Fig. 1: run 1, signal wires on met1
Scale bar: 50 µm. Supply wires on this layer in grey.
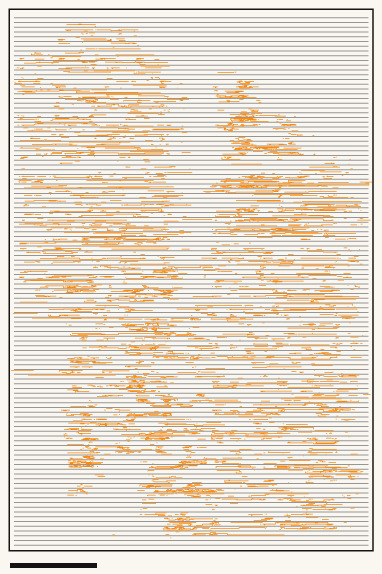
Fig. 2: run 1, the metal 2 layer
Scale bar: 50 µm.
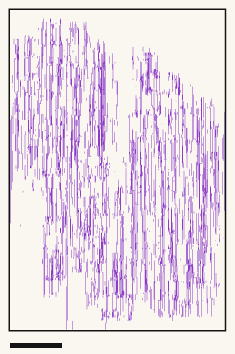
Fig. 3: run 1, met3 routing
Cells faint in the background.
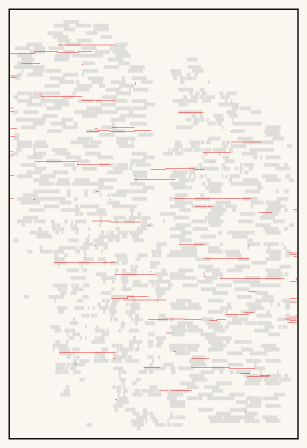
Fig. 4: run 1, the metal 4 layer
Scale bar: 50 µm. Supply wires on this layer in grey.
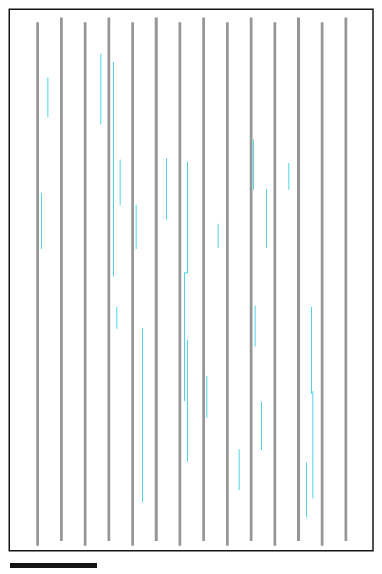
### src/rtl/uart_fifo_system_if.sv
// Host-side bus of the buffered UART: TX FIFO writes, RX FIFO reads,
// per-word error flags and the sticky overrun flag.
interface uart_fifo_system_if #(
   parameter int DATA_WIDTH = 8
);
   logic                  tx_push;
   logic [DATA_WIDTH-1:0] tx_data;
   logic                  tx_full;
   logic                  tx_busy;
   logic                  rx_pop;
   logic [DATA_WIDTH-1:0] rx_data;
   logic                  rx_parity_err;
   logic                  rx_frame_err;
   logic                  rx_empty;
   logic                  rx_overrun;
   logic                  err_clear;

   modport master (
      output tx_push, tx_data, rx_pop, err_clear,
      input  tx_full, tx_busy, rx_data, rx_parity_err,
      input  rx_frame_err, rx_empty, rx_overrun
   );

   modport slave (
      input  tx_push, tx_data, rx_pop, err_clear,
      output tx_full, tx_busy, rx_data, rx_parity_err,
      output rx_frame_err, rx_empty, rx_overrun
   );
endinterface

### src/rtl/uart_fifo_system.sv
// Buffered UART: 16x baud generator, FIFO-fed transmitter and a receiver
// that stores {frame_err, parity_err, data} words in its own FIFO.
module uart_fifo_system_fifo #(
   parameter int WIDTH = 8,
   parameter int DEPTH = 16
) (
   input  logic             clk,
   input  logic             rst,
   input  logic             push,
   input  logic             pop,
   input  logic [WIDTH-1:0] wdata,
   output logic [WIDTH-1:0] head,
   output logic             full,
   output logic             empty
);
   localparam int AW = $clog2(DEPTH);

   logic [WIDTH-1:0] mem [DEPTH];
   logic [AW-1:0]    wptr;
   logic [AW-1:0]    rptr;
   logic [AW:0]      count;
   logic             do_push;
   logic             do_pop;

   assign full    = count == (AW+1)'(DEPTH);
   assign empty   = count == '0;
   assign do_push = push && !full;
   assign do_pop  = pop && !empty;
   assign head    = mem[rptr];

   always_ff @(posedge clk) begin
      if (rst) begin
         wptr  <= '0;
         rptr  <= '0;
         count <= '0;
      end else begin
         if (do_push) wptr <= wptr + 1'b1;
         if (do_pop) rptr <= rptr + 1'b1;
         case ({do_push, do_pop})
            2'b10:   count <= count + 1'b1;
            2'b01:   count <= count - 1'b1;
            default: count <= count;
         endcase
      end
   end

   always_ff @(posedge clk) begin
      if (do_push) mem[wptr] <= wdata;
   end
endmodule

module uart_fifo_system #(
   parameter int DATA_WIDTH = 8,
   parameter int CLK_FREQ   = 50_000_000,
   parameter int BAUD_RATE  = 19200,
   parameter int PARITY     = 0,
   parameter int STOP_BITS  = 1,
   parameter int FIFO_DEPTH = 16
) (
   input  logic                clk,
   input  logic                rst,
   uart_fifo_system_if.slave   bus,
   output logic                tx,
   input  logic                rx
);
   localparam int DIV = CLK_FREQ / (BAUD_RATE * 16);
   localparam int CW  = $clog2(DIV + 1);
   localparam int BW  = $clog2(DATA_WIDTH + 1);
   localparam int EW  = DATA_WIDTH + 2;
   localparam logic ODD = PARITY == 1;

   typedef enum logic [2:0] {IDLE, START, DATA, PARITY_BIT, STOP} state_t;

   logic [CW-1:0] baud_cnt;
   logic          tick;

   assign tick = baud_cnt == CW'(DIV - 1);

   always_ff @(posedge clk) begin
      if (rst || tick) baud_cnt <= '0;
      else             baud_cnt <= baud_cnt + 1'b1;
   end

   state_t                tx_state, tx_state_n;
   logic [DATA_WIDTH-1:0] tx_shift, tx_shift_n, tx_head;
   logic [3:0]            tx_tcnt, tx_tcnt_n;
   logic [BW-1:0]         tx_bcnt, tx_bcnt_n;
   logic                  tx_par, tx_par_n;
   logic                  tx_pop, tx_empty, tx_end;

   uart_fifo_system_fifo #(.WIDTH(DATA_WIDTH), .DEPTH(FIFO_DEPTH)) tx_fifo (
      .clk(clk), .rst(rst), .push(bus.tx_push), .pop(tx_pop),
      .wdata(bus.tx_data), .head(tx_head), .full(bus.tx_full), .empty(tx_empty)
   );

   assign tx_end      = tick && tx_tcnt == 4'd15;
   assign bus.tx_busy = tx_state != IDLE || !tx_empty;

   always_ff @(posedge clk) begin
      if (rst) begin
         tx_state <= IDLE;
         tx_shift <= '0;
         tx_tcnt  <= '0;
         tx_bcnt  <= '0;
         tx_par   <= 1'b0;
      end else begin
         tx_state <= tx_state_n;
         tx_shift <= tx_shift_n;
         tx_tcnt  <= tx_tcnt_n;
         tx_bcnt  <= tx_bcnt_n;
         tx_par   <= tx_par_n;
      end
   end

   always_comb begin
      tx_state_n = tx_state;
      tx_shift_n = tx_shift;
      tx_tcnt_n  = tx_tcnt;
      tx_bcnt_n  = tx_bcnt;
      tx_par_n   = tx_par;
      tx_pop     = 1'b0;
      tx         = 1'b1;
      if (tick && tx_state != IDLE) tx_tcnt_n = tx_tcnt + 1'b1;
      unique case (tx_state)
         IDLE: tx_pop = tick && !tx_empty;
         START: begin
            tx = 1'b0;
            if (tx_end) begin
               tx_state_n = DATA;
               tx_bcnt_n  = '0;
            end
         end
         DATA: begin
            tx = tx_shift[0];
            if (tx_end) begin
               tx_shift_n = tx_shift >> 1;
               tx_bcnt_n  = tx_bcnt + 1'b1;
               if (tx_bcnt == BW'(DATA_WIDTH - 1)) begin
                  tx_state_n = (PARITY != 0) ? PARITY_BIT : STOP;
                  tx_bcnt_n  = '0;
               end
            end
         end
         PARITY_BIT: begin
            tx = tx_par;
            if (tx_end) begin
               tx_state_n = STOP;
               tx_bcnt_n  = '0;
            end
         end
         STOP: begin
            if (tx_end) begin
               tx_bcnt_n = tx_bcnt + 1'b1;
               if (tx_bcnt == BW'(STOP_BITS - 1)) begin
                  tx_state_n = IDLE;
                  tx_pop     = !tx_empty;
               end
            end
         end
         default: tx_state_n = IDLE;
      endcase
      // back-to-back frames load straight from the end of STOP
      if (tx_pop) begin
         tx_state_n = START;
         tx_shift_n = tx_head;
         tx_par_n   = ^tx_head ^ ODD;
         tx_tcnt_n  = '0;
      end
   end

   logic [1:0]            rx_sync;
   logic                  rxs;
   state_t                rx_state, rx_state_n;
   logic [DATA_WIDTH-1:0] rx_shift, rx_shift_n;
   logic [3:0]            rx_tcnt, rx_tcnt_n;
   logic [BW-1:0]         rx_bcnt, rx_bcnt_n;
   logic                  rx_perr, rx_perr_n;
   logic                  rx_push, rx_full, rx_empty, rx_end;
   logic [EW-1:0]         rx_entry, rx_head;
   logic                  overrun;

   assign rxs    = rx_sync[1];
   assign rx_end = tick && rx_tcnt == 4'd15;

   uart_fifo_system_fifo #(.WIDTH(EW), .DEPTH(FIFO_DEPTH)) rx_fifo (
      .clk(clk), .rst(rst), .push(rx_push), .pop(bus.rx_pop),
      .wdata(rx_entry), .head(rx_head), .full(rx_full), .empty(rx_empty)
   );

   assign bus.rx_empty      = rx_empty;
   assign bus.rx_data       = rx_empty ? '0 : rx_head[DATA_WIDTH-1:0];
   assign bus.rx_parity_err = !rx_empty && rx_head[DATA_WIDTH];
   assign bus.rx_frame_err  = !rx_empty && rx_head[DATA_WIDTH+1];
   assign bus.rx_overrun    = overrun;

   always_ff @(posedge clk) begin
      if (rst) begin
         rx_sync  <= 2'b11;
         rx_state <= IDLE;
         rx_shift <= '0;
         rx_tcnt  <= '0;
         rx_bcnt  <= '0;
         rx_perr  <= 1'b0;
         overrun  <= 1'b0;
      end else begin
         rx_sync  <= {rx_sync[0], rx};
         rx_state <= rx_state_n;
         rx_shift <= rx_shift_n;
         rx_tcnt  <= rx_tcnt_n;
         rx_bcnt  <= rx_bcnt_n;
         rx_perr  <= rx_perr_n;
         if (rx_push && rx_full) overrun <= 1'b1;
         else if (bus.err_clear) overrun <= 1'b0;
      end
   end

   always_comb begin
      rx_state_n = rx_state;
      rx_shift_n = rx_shift;
      rx_tcnt_n  = rx_tcnt;
      rx_bcnt_n  = rx_bcnt;
      rx_perr_n  = rx_perr;
      rx_push    = 1'b0;
      rx_entry   = {~rxs, rx_perr, rx_shift};
      if (tick && rx_state != IDLE) rx_tcnt_n = rx_tcnt + 1'b1;
      unique case (rx_state)
         IDLE: begin
            if (tick && !rxs) begin
               rx_state_n = START;
               rx_tcnt_n  = '0;
            end
         end
         START: begin
            // mid start bit: a high line here was only a glitch
            if (tick && rx_tcnt == 4'd7) begin
               rx_state_n = rxs ? IDLE : DATA;
               rx_tcnt_n  = '0;
               rx_bcnt_n  = '0;
               rx_perr_n  = 1'b0;
            end
         end
         DATA: begin
            if (rx_end) begin
               rx_shift_n = {rxs, rx_shift[DATA_WIDTH-1:1]};
               rx_bcnt_n  = rx_bcnt + 1'b1;
               if (rx_bcnt == BW'(DATA_WIDTH - 1))
                  rx_state_n = (PARITY != 0) ? PARITY_BIT : STOP;
            end
         end
         PARITY_BIT: begin
            if (rx_end) begin
               rx_perr_n  = rxs ^ (^rx_shift) ^ ODD;
               rx_state_n = STOP;
            end
         end
         STOP: begin
            if (rx_end) begin
               rx_push    = 1'b1;
               rx_state_n = IDLE;
            end
         end
         default: rx_state_n = IDLE;
      endcase
   end
endmodule

### src/flat_wrapper.sv
// flat-port wrapper written by rule: the top's interface ports become plain ports
module uart_fifo_system_flat 
#(
   parameter int DATA_WIDTH = 8,
   parameter int CLK_FREQ   = 50_000_000,
   parameter int BAUD_RATE  = 19200,
   parameter int PARITY     = 0,
   parameter int STOP_BITS  = 1,
   parameter int FIFO_DEPTH = 16
)
  (clk, rst, tx, rx, bus_tx_push, bus_tx_data, bus_rx_pop, bus_err_clear, bus_tx_full, bus_tx_busy, bus_rx_data, bus_rx_parity_err, bus_rx_frame_err, bus_rx_empty, bus_rx_overrun);
  uart_fifo_system_if #(.DATA_WIDTH(DATA_WIDTH)) bus_i ();
  input  logic clk;
  input  logic rst;
  output logic tx;
  input  logic rx;
  input wire logic [$bits(bus_i.tx_push)-1:0] bus_tx_push;
  input wire logic [$bits(bus_i.tx_data)-1:0] bus_tx_data;
  input wire logic [$bits(bus_i.rx_pop)-1:0] bus_rx_pop;
  input wire logic [$bits(bus_i.err_clear)-1:0] bus_err_clear;
  output wire logic [$bits(bus_i.tx_full)-1:0] bus_tx_full;
  output wire logic [$bits(bus_i.tx_busy)-1:0] bus_tx_busy;
  output wire logic [$bits(bus_i.rx_data)-1:0] bus_rx_data;
  output wire logic [$bits(bus_i.rx_parity_err)-1:0] bus_rx_parity_err;
  output wire logic [$bits(bus_i.rx_frame_err)-1:0] bus_rx_frame_err;
  output wire logic [$bits(bus_i.rx_empty)-1:0] bus_rx_empty;
  output wire logic [$bits(bus_i.rx_overrun)-1:0] bus_rx_overrun;
  assign bus_i.tx_push = bus_tx_push;
  assign bus_i.tx_data = bus_tx_data;
  assign bus_i.rx_pop = bus_rx_pop;
  assign bus_i.err_clear = bus_err_clear;
  assign bus_tx_full = bus_i.tx_full;
  assign bus_tx_busy = bus_i.tx_busy;
  assign bus_rx_data = bus_i.rx_data;
  assign bus_rx_parity_err = bus_i.rx_parity_err;
  assign bus_rx_frame_err = bus_i.rx_frame_err;
  assign bus_rx_empty = bus_i.rx_empty;
  assign bus_rx_overrun = bus_i.rx_overrun;
  uart_fifo_system #(.DATA_WIDTH(DATA_WIDTH), .CLK_FREQ(CLK_FREQ), .BAUD_RATE(BAUD_RATE), .PARITY(PARITY), .STOP_BITS(STOP_BITS), .FIFO_DEPTH(FIFO_DEPTH)) u_core (.clk(clk), .rst(rst), .bus(bus_i), .tx(tx), .rx(rx));
endmodule
### config.mk
export PLATFORM = sky130hd
export DESIGN_NAME = uart_fifo_system_flat
export DESIGN_NICKNAME = d
export VERILOG_FILES = /design/src/rtl/uart_fifo_system_if.sv /design/src/rtl/uart_fifo_system.sv /design/src/flat_wrapper.sv
export SDC_FILE = /design/constraint.sdc
export NUM_CORES = 1
export LEC_CHECK = 0
export CAP_MARGIN = 20
export CORE_ASPECT_RATIO = 1.5
export CORE_MARGIN = 2
export CORE_UTILIZATION = 25
export DETAILED_ROUTE_END_ITERATION = 10
export HOLD_SLACK_MARGIN = 0.12
export PLACE_DENSITY = 0.35
export SLEW_MARGIN = 20
export SYNTH_ARGS = -nofsm -noshare
export SYNTH_HDL_FRONTEND = slang
export SYNTH_HIERARCHICAL = 1
export SYNTH_SLANG_ARGS = --single-unit
### constraint.sdc
create_clock -name clk -period 4.2 [get_ports clk]
set_clock_uncertainty 0.15 [all_clocks]
set_input_delay 0.84 -clock clk [delete_from_list [all_inputs] [get_ports clk]]
set_output_delay 0.84 -clock clk [all_outputs]
set_load 0.02 [all_outputs]
==> flow_metrics.tcl, run 1 <==
# metrics dict for downstream scripts
set metrics [dict create \
    finalCritPeriodShare_pct 92.18 \
    instances_no_fill 1895 \
    place_inst 1820 \
    critical_path_depth 6 \
    finalPower_uw 8422 \
    cts_hold_buf 0 \
    common_cells "edfxtp_1, nor2_1, dfxtp_1" \
    rsz0062_at_grt "false" \
    dpl-instance-area_um2 16920 \
    rr_endpoint "u_core/rx_fifo/count[4]" \
    ys_seq_share_pct 66.71 \
    topCellsByArea "edfxtp_1, dfxtp_1, mux4_2, nor2_1, ha_1" \
    path_cells "buf_12 -> mux4_2 -> a22oi_1 -> nand2_1 -> nor2b_1 -> clkdlybuf4s50_1" \
    design_area_um2 18250 \
    clock_latency_ns 0.56 \
    synthesis.instances 1008 \
    slowest_stage "mux4_2" \
    postSynth.topFlopCell "edfxtp_1" \
    cap_violations 0 \
    core_um2 61250 \
    crit_arrival_ns 2.88 \
    post-cts-setup-buffers 0 \
    status "completed" \
    num_antenna_cells 0 \
    yosys.area.top_type "edfxtp_1" \
    drv_slew 0 \
    via_per_inst 4.480 \
    grt_max_degree 41 \
    htreeDepth 2 \
    hold_start "u_core/rx_sync[0]" \
    p_leak_uw 0.005997 \
    top_cell_area_share_pct 55.74 \
    ys_area_um2 15510 \
    first_pass_iters 4 \
    cts-resized-gates 0 \
    vias 8489 \
    ff2ff_path_depth 11 \
    required_ns 3.21 \
    dr.first_iter.drc_count 340 \
]
-- Fig. 1 (at the start) --
main direction: horizontal
share of all routed wire: 37%

-- Fig. 2 (at the start) --
share of all routed wire: 57%
wire length on this layer: 21.1 mm
longest straight run: 139 µm
main direction: vertical
nets with wire on the layer: 947

-- Fig. 3 (at the start) --
share of all routed wire: 3.0%
wire length on this layer: 1110 µm
main direction: horizontal
longest straight run: 55.4 µm

-- Fig. 4 (at the start) --
share of all routed wire: 2.6%
longest straight run: 122 µm

-- run 1: layout make-up --
type	count	share of cell area (%)
Clock buffer	51	5.828
Clock inverter	24	1.447
Inverter	19	0.3908
Multi-Input combinational cell	561	26.54
Sequential cell	373	56.74
Tap cell	791	5.424
Timing Repair Buffer	76	3.634
-- run 1: registers in the layout, indices dropped and copies added (netlist names), 5 cells and up, named ones only --
name and cells:
u_core/baud_cnt 8, u_core/rx_fifo/count 5, u_core/rx_shift 8, u_core/tx_shift 8, u_core/rx_fifo/mem 160, u_core/tx_fifo/count 5
u_core/tx_fifo/mem 128
-- run 1: routing by layer --
layer / wire (µm) / share of wire (%) / GRT usage [%]
met1: 13670 / 37 / 12.03
met2: 21090 / 57 / 23.74
met3: 1105 / 3.0 / 1.970
met4: 951 / 2.6 / 3.821
met5: 0 / 0 / 0
-- run 1: cell families after synthesis --
| kind of cell | count (synthesis) | share of synthesized area [%] |
|---|---|---|
| AND-OR/OR-AND | 123 | 6.048 |
| XOR/XNOR | 41 | 2.403 |
| adder cells (fa/ha/maj) | 23 | 1.855 |
| buffers and inverters | 74 | 2.121 |
| flip-flops | 373 | 66.71 |
| multiplexers | 90 | 11.63 |
| AND/OR/NAND/NOR | 284 | 9.234 |
-- run 1: report_power, final --
group	switching [µW]	leakage, µW	internal (µW)	total, µW
clock network	1520	0.000650	2120	3640
registers	40.7	0.00333	3990	4030
logic	416	0.00202	340	757
-- run 1: worst max path at each step --
stage	endpoint	slack (ns)
2_1_floorplan	u_core/rx_fifo/count[4]	0.55
3_3_place_gp	u_core/rx_fifo/count[4]	0.64
3_5_place_dp	u_core/rx_fifo/count[4]	0.58
4_1_cts	bus_rx_data[0]	0.25
5_1_grt	bus_rx_data[0]	0.14
6_report	bus_rx_data[0]	0.33
-- run 1: layout by cell type, fill, tap and decap left out, types with 4 or more instances in the layout --
master	n
a211oi_1	10
nand3_1	11
mux4_2	72
and3_1	7
ha_1	23
nand2_1	70
buf_4	47
xor2_1	22
o21a_1	4
nand3b_1	5
nor3b_1	5
xnor2_1	18
nand4_1	4
or4_1	6
inv_1	17
nand2b_1	7
a22oi_1	38
and2_1	4
or3b_2	4
edfxtp_1	288
or4_4	4
mux2i_1	16
nor3_1	29
clkinv_1	6
nor2b_1	21
inv_6	6
clkinv_2	7
clkbuf_16	41
dfxtp_1	82
o21ai_0	9
a21oi_1	25
clkbuf_1	10
bufinv_16	5
clkdlybuf4s50_1	27
nor2_1	86
or2_2	4
-- run 1: metrics by stage --
| step | setup slack, ns | hold slack (ns) |
|---|---|---|
| 2_1_floorplan | 0.5491 | 0.2395 |
| 3_3_place_gp | 0.6360 | 0.2439 |
| 3_5_place_dp | 0.5777 | 0.2428 |
| 4_1_cts | 0.2514 | 0.2579 |
| 5_1_grt | 0.1402 | 0.2672 |
| 6_report | 0.3283 | 0.2576 |
Fig. 5: run 1, routing congestion map
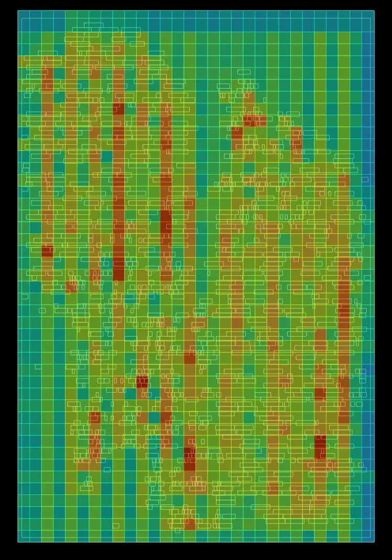

==> run 2: changes to the inputs <==
- CTS_CLUSTER_DIAMETER: default -> 200
- REMOVE_ABC_BUFFERS: default -> 1
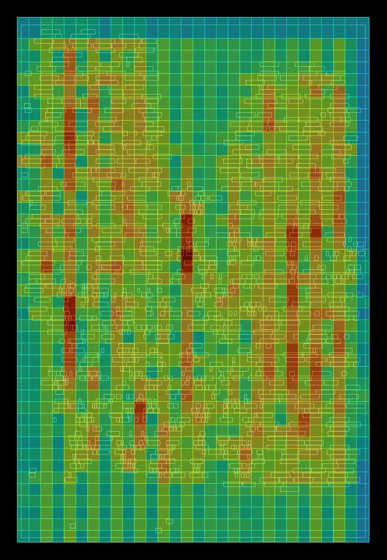
Fig. 6. Routing congestion map (run 2).
routing usage on met1: 12.77%
grt peak-use layer: met2
GRT Total Usage: 11.95%

==> flow_metrics.tcl, run 2 <==
# metrics dict for downstream scripts
set metrics [dict create \
    rsz0062_at_grt "false" \
    ys_seq_share_pct 66.71 \
    hpwl_um 24990 \
    synthesis.instances 1008 \
    yosysMostFrequentCell "edfxtp_1" \
    holdCritPathClass "flip-flop to flip-flop" \
    fin_nets 1110 \
    edf_count 288 \
    yosys-stat-cells 1008 \
    syn_area_per_cell_um2 15.39 \
    io_pins 29 \
    final_cell_mix "edfxtp_1, nor2_1, dfxtp_1, mux4_2, nand2_1" \
    root_buffer "clkbuf_16" \
    num_antenna_cells 0 \
    top_cell_area_share_pct 55.74 \
    worstMarginPinSlew_ns 0.8496 \
    clock_latency_ns 0.56 \
    post-cts-setup-buffers 0 \
    finalSetupTns_ns 0 \
    crit_arrival_ns 2.99 \
    cts.sinks 373 \
    ys.flops 373 \
    n_fill_cell 6053 \
    wl_um 38010 \
    top_regs "u_core/rx_fifo/mem (160), u_core/tx_fifo/mem (128)" \
    numCtsBuffers 41 \
    period_minus_slack_ns 3.979 \
    antenna_found_initial 1 \
    drv_slew 0 \
    numPortBuffers 28 \
    vias 8476 \
    cts_tree "yes" \
    path_class "flip-flop to primary output" \
    grt_pass1_wl_um 57400 \
    drt_drc_violations_left 0 \
    common_cells "edfxtp_1, nor2_1, dfxtp_1" \
    start_kind "flip-flop" \
    core_um2 61250 \
    synth_cell_types 74 \
    fp_util_pct 25.33 \
    postSynth.topFlopCell "edfxtp_1" \
    setup_ws_ns 0.2207 \
    critPathMaxFanout 40 \
    grt-ovfl-total 0 \
    topCellsByArea "edfxtp_1, dfxtp_1, mux4_2, nor2_1, ha_1" \
    required_ns 3.21 \
    setup_viol 0 \
    largest_register_ffs 160 \
    dr.first_iter.drc_count 461 \
    path_clk_slew_ns 0.06 \
    gp_congestion 0.7005 \
    area_growth_pct 17.54 \
    ant_nets 0 \
    hold_violations 0 \
    async_flop_share_pct 0 \
    crit_path_end_kind "primary output" \
    warnings 33 \
    yosysWarnings 6 \
    dpl-instance-area_um2 16960 \
    cap_violations 0 \
    grt_max_degree 57 \
    finalCritPeriodShare_pct 94.75 \
    grt_pass1_vias 8969 \
    ys_area_um2 15510 \
    largest-register "u_core/rx_fifo/mem" \
    cts_hold_buf 0 \
    design_area_um2 18240 \
    dp_slack_ns 0.5367 \
    drive_above_1_share_pct 19.93 \
    via_per_inst 4.473 \
    power.density_nw_per_um2 452.9 \
    cts-resized-gates 0 \
    first_pass_iters 6 \
    synth_area_um2 15510 \
    fp.dieW_um 207.4 \
    timing.fmax_mhz 251.3 \
    slew_headroom_pct 43.24 \
    die_area_um2 64110 \
    lay_top_count "edfxtp_1" \
    status "completed" \
    yosys.area.top_type "edfxtp_1" \
    htreeDepth 2 \
    row_count 111 \
    dieHeight_um 309.1 \
    vdd_drop_max_uv 256.2 \
    p_leak_uw 0.006009 \
    routedWlPerCell_um 20.06 \
    clockBufferDepth 3 \
]
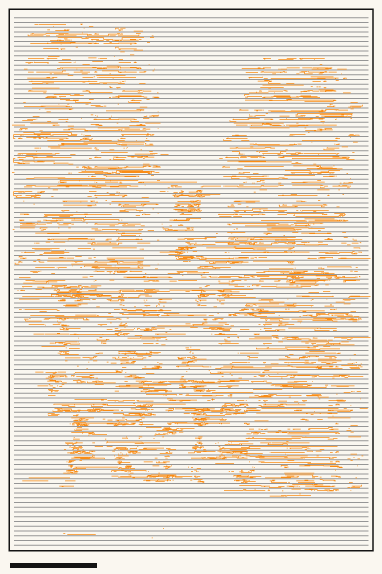
Fig. 7. Signal wires on met1 (run 2).
Scale bar: 50 µm. Supply wires on this layer in grey.
nets with wire on the layer: 1047
longest straight run: 52.9 µm

## run 2: cell count changes in the layout (fill, tap and decap cells not counted)
cell / change
buf_12: +1
bufinv_16: -3
clkbuf_1: -2
clkbuf_16: +2
clkbuf_8: +1
clkinv_1: +4
clkinv_2: +2
clkinvlp_4: -1
inv_6: -4
nor3_1: -4
nor3_2: +4
## run 2: where the power goes
group	switching, µW	internal (µW)	leakage (µW)
clock network	1460	2010	0.000633
registers	45.9	3990	0.00333
logic	421	341	0.00205
total	1920	6330	0.00601
## run 2: cell type report
| class | instances | area (µm²) | area share [%] |
|---|---|---|---|
| Clock buffer | 52 | 1120 | 6.141 |
| Clock inverter | 22 | 156.4 | 0.8576 |
| Inverter | 19 | 71.32 | 0.3911 |
| Multi-Input combinational cell | 561 | 4862 | 26.66 |
| Sequential cell | 373 | 10350 | 56.78 |
| Tap cell | 791 | 989.7 | 5.427 |
| Timing Repair Buffer | 77 | 683.2 | 3.746 |
## run 2: final timing paths
| check | startpoint | end | slack (ns) | cells past startpoint |
|---|---|---|---|---|
| worst min-delay path | u_core/rx_sync[0] | u_core/rx_sync[1] | 0.26 | 1 |
| worst max register to register | u_core/tx_tcnt[0] | u_core/tx_fifo/count[4] | 0.65 | 14 |
| worst max-delay path | flip-flop | bus_rx_data[4] | 0.22 | 6 |
| worst min register to register | u_core/rx_sync[0] | u_core/rx_sync[1] | 0.26 | 1 |
## run 2: kinds of logic after synthesis
group | share of synthesized area [%]
xor+xnor | 2.403
flops | 66.71
mux | 11.63
compound gates | 6.048
fa+ha+maj | 1.855
buf+inv | 2.121
simple gates | 9.234
## run 2: per-stage QoR
step	std cells	hold slack (ns)	util (%)	power [µW]
finish	1895	0.2610	29.77	8260
global route	1895	0.2885	29.77	8608
global placement	1821	0.2516	27.69	4894
floorplan	953	0.2395	-	4576
CTS	1895	0.2641	29.77	8429
detailed placement	1821	0.2475	27.69	4897
## run 2: metal layers
layer / track usage (%) / share of wire [%] / vias to the layer above / wire, µm
met5: 0 / 0.021 / - / 8
met4: 3.272 / 2.1 / 2 / 797
met3: 2.142 / 3.4 / 55 / 1274
met2: 23.76 / 56 / 123 / 21440
met1: 12.77 / 38 / 4295 / 14490
li1: - / - / 4001 / -
## run 2: critical path, cell delays in order, from the launching register on
cell,delay [ns]
dfxtp_2,0.34
buf_12,0.32
mux4_2,0.58
a22oi_1,0.38
nand2_1,0.09
nor2b_1,0.13
clkdlybuf4s50_1,0.54
No activity file was given, so power comes from the tool's default toggle rates.
